Sequential cells colored by netlist name:
Bar = 20 um. Other sequential cells in the stronger gray, the rest of the logic in the fainter gray.
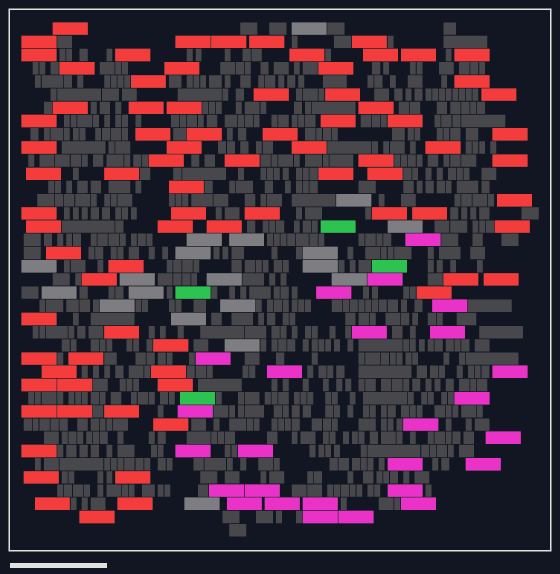
Metal layers overlaid:
Two of the layers only.
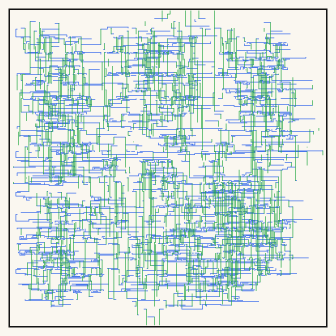
==> config.mk <==
export PLATFORM = sky130hd
export DESIGN_NAME = btn_debounce_reset
export DESIGN_NICKNAME = d
export VERILOG_FILES = /design/src/rtl/btn_debounce_reset.sv
export SDC_FILE = /design/constraint.sdc
export NUM_CORES = 1
export LEC_CHECK = 0
export ABC_AREA = 1
export CORE_MARGIN = 2
export CORE_UTILIZATION = 55
export CTS_BUF_LIST = sky130_fd_sc_hd__clkbuf_4 sky130_fd_sc_hd__clkbuf_8 sky130_fd_sc_hd__clkbuf_16
export CTS_CLUSTER_DIAMETER = 40
export DETAILED_ROUTE_END_ITERATION = 7
export PLACE_DENSITY = 0.74
export SLEW_MARGIN = 20
export SYNTH_ARGS = -nofsm -noshare
export SYNTH_HDL_FRONTEND = slang
export SYNTH_SLANG_ARGS = --single-unit
==> constraint.sdc <==
create_clock -name clk -period 3.11 [get_ports clk]
set_input_delay 0.622 -clock clk [delete_from_list [all_inputs] [get_ports clk]]
set_output_delay 0.622 -clock clk [all_outputs]
set_load 0.03 [all_outputs]
==> Slide: Implementation Results <==
Flow Results at a Glance

Status
  – Status: finished clean

Job
  – OpenROAD warning count: 29

Clock network
  – CTS tree: done
  – CTS buffer count: 17
  – Post-CTS sizing: 0
  – Hold bufs inserted after CTS: 0
  – CTS Sinks: 129
  – Clock latency on the worst-skew pair: 0.41 ns
  – Clock transition at path regs: 0.05 ns

Logic synthesis
  – Cell Type Count: 38
  – Netlist area before placement: 6330 um^2
  – Syn_area_per_cell: 7.22 um^2
  – Mapped Cells: 877
  – Yosys stat area: 6330 um^2

Cells and area
  – Area delta synth->final: 12.9%
  – Layout cell share with drive strength beyond 1: 9.10%
  – Final instance area: 7150 um^2
  – Max reg flops: 80

Power
  – Maximum vdd drop: 0.000499 V
  – PwrDens: 597 nW/um^2
  – P_leak: 2.57 nW

Placed design
  – Area post-placement: 6510 um^2
  – DP HPWL: 8310 um

Floorplan
  – Chip width: 111 um
  – Die H: 111 um
  – # IOs: 19
  – FP Util: 55.9%

GRT
  – Largest net degree at the start of global routing: 24
  – Initial antenna violation count: 0
  – Tot GR Track Use: 20.3%

Worst setup path
  – Worst endpoint data arrival time: 1.57 ns
  – Crit end category: output pin
  – Slowest cell on crit path: clkdlybuf4s50_1
  – WS Path Type: register to output pin
  – CP required: 2.49 ns

STA
  – Tcrit/Tclk final: 70.6%
  – Final TNS setup: 0 ns
  – Worst Max-Slew Pin Slew: 0.788 ns

Drt
  – Pre-antenna DRT Iters: 5
  – DRC: 0
  – Initial DRC Count: 219
Back to the opening pictures, 'sequential cells colored by netlist name':
legend:
  g_lane.u_lane.db:
    color: green
    placed_flops: 4
    where: middle
  g_lane.u_lane.cnt:
    color: red
    placed_flops: 80
    where: all over the die
  rcnt:
    color: magenta
    placed_flops: 26
final core utilization: 63.1%
sequential cell area: 2580 um^2

Back to the opening pictures, 'metal layers overlaid':
legend:
  M2:
    color: green
    wire_length: 5360 um
  M1:
    color: blue
    wire_length: 5890 um
final WL: 11900 um
Vias: 5240

==> worst min-delay path, stage by stage (launching register included) <==
cell and delay, ns:
dfxtp_1 0.29, inv_1 0.04, nor2_1 0.03
==> routing by layer <==
layer | up-vias | track usage (%) | routed length [um]
li1 | 2804 | - | -
met5 | - | 0 | 0
met3 | 23 | 5.96 | 424
met1 | 2332 | 25.6 | 5890
met2 | 81 | 32.6 | 5360
met4 | 0 | 8.23 | 245
==> stage by stage <==
step	hold slack (ns)	std cells	power [mW]	util [%]	setup slack [ns]
finish	0.400	1044	4.26	63.1	0.915
global route	0.435	1044	4.44	63.1	0.860
CTS	0.402	1044	4.32	63.1	0.882
detailed placement	0.395	1013	2.19	57.5	0.804
global placement	0.391	1013	2.18	57.5	0.801
floorplan	0.388	877	2.14	-	1.54
==> cell type report <==
cell class              instances  area share (%)
clock buffers                  22            6.74
multi-input cells             615            44.2
clock inverters                 9            2.17
inverters                     106            5.57
well taps                     143            2.50
flip-flops and latches        129            36.1
repair buffers                 20            2.73
==> power by group <==
part,internal (mW),switching (mW)
sequential,1.69,0.0233
clock,1.42,0.703
combinational,0.120,0.314
==> placed cells by master, fill, tap and decap left out, drive strengths merged <==
cell type      count
nor3              33
nand2            172
a31oi              2
inv              106
mux2i              1
o21bai             1
nor2             173
nor4              11
clkbuf            22
o22ai              2
xor2              38
or3                1
buf                2
clkinv             4
nand4             30
xnor2             15
or2               15
bufinv             4
a21oi             31
nand3b             3
nand3             56
nor3b              6
a31o               1
dfxtp            129
clkinvlp           1
o21ai             15
clkdlybuf4s50     18
ha                 9
==> cells in the mapped netlist <==
cell type	number	area (um^2)
nand2_1	166	623
nor2_1	160	601
dfxtp_1	129	2580
inv_1	104	390
nand3_1	50	250
xor2_1	38	333
nor3_1	30	150
nand4_1	28	175
a21oi_1	27	135
xnor2_1	15	131
o21ai_0	14	70.1
buf_4	13	97.6
nor2_2	12	75.1
nor4_1	11	68.8
or2_2	11	68.8
buf_2	9	45.0
ha_1	9	113
nand3_2	6	60.1
nor3b_1	6	45.0
nand2_2	5	31.3
a21oi_2	4	35.0
or2_0	4	25.0
nand3b_1	3	22.5
nor3_2	3	30.0
a31oi_1	2	12.5
buf_6	2	22.5
clkbuf_1	2	7.51
inv_2	2	7.51
nand4_2	2	25.0
o22ai_1	2	12.5
a31o_2	1	8.76
buf_12	1	20.0
mux2i_1	1	10.0
nand2_4	1	11.3
nor2_4	1	11.3
o21ai_2	1	8.76
o21bai_1	1	7.51
or3_1	1	6.26
==> kinds of logic after synthesis <==
kind of cell,count (synthesis),share of synthesized area (%)
flip-flops,129,40.8
buffers and inverters,133,9.33
adder cells (fa/ha/maj),9,1.78
multiplexers,1,0.158
AND-OR/OR-AND,52,4.59
XOR/XNOR,53,7.33
AND/OR/NAND/NOR,500,36.0
No activity file was given, so power comes from the tool's default toggle rates.
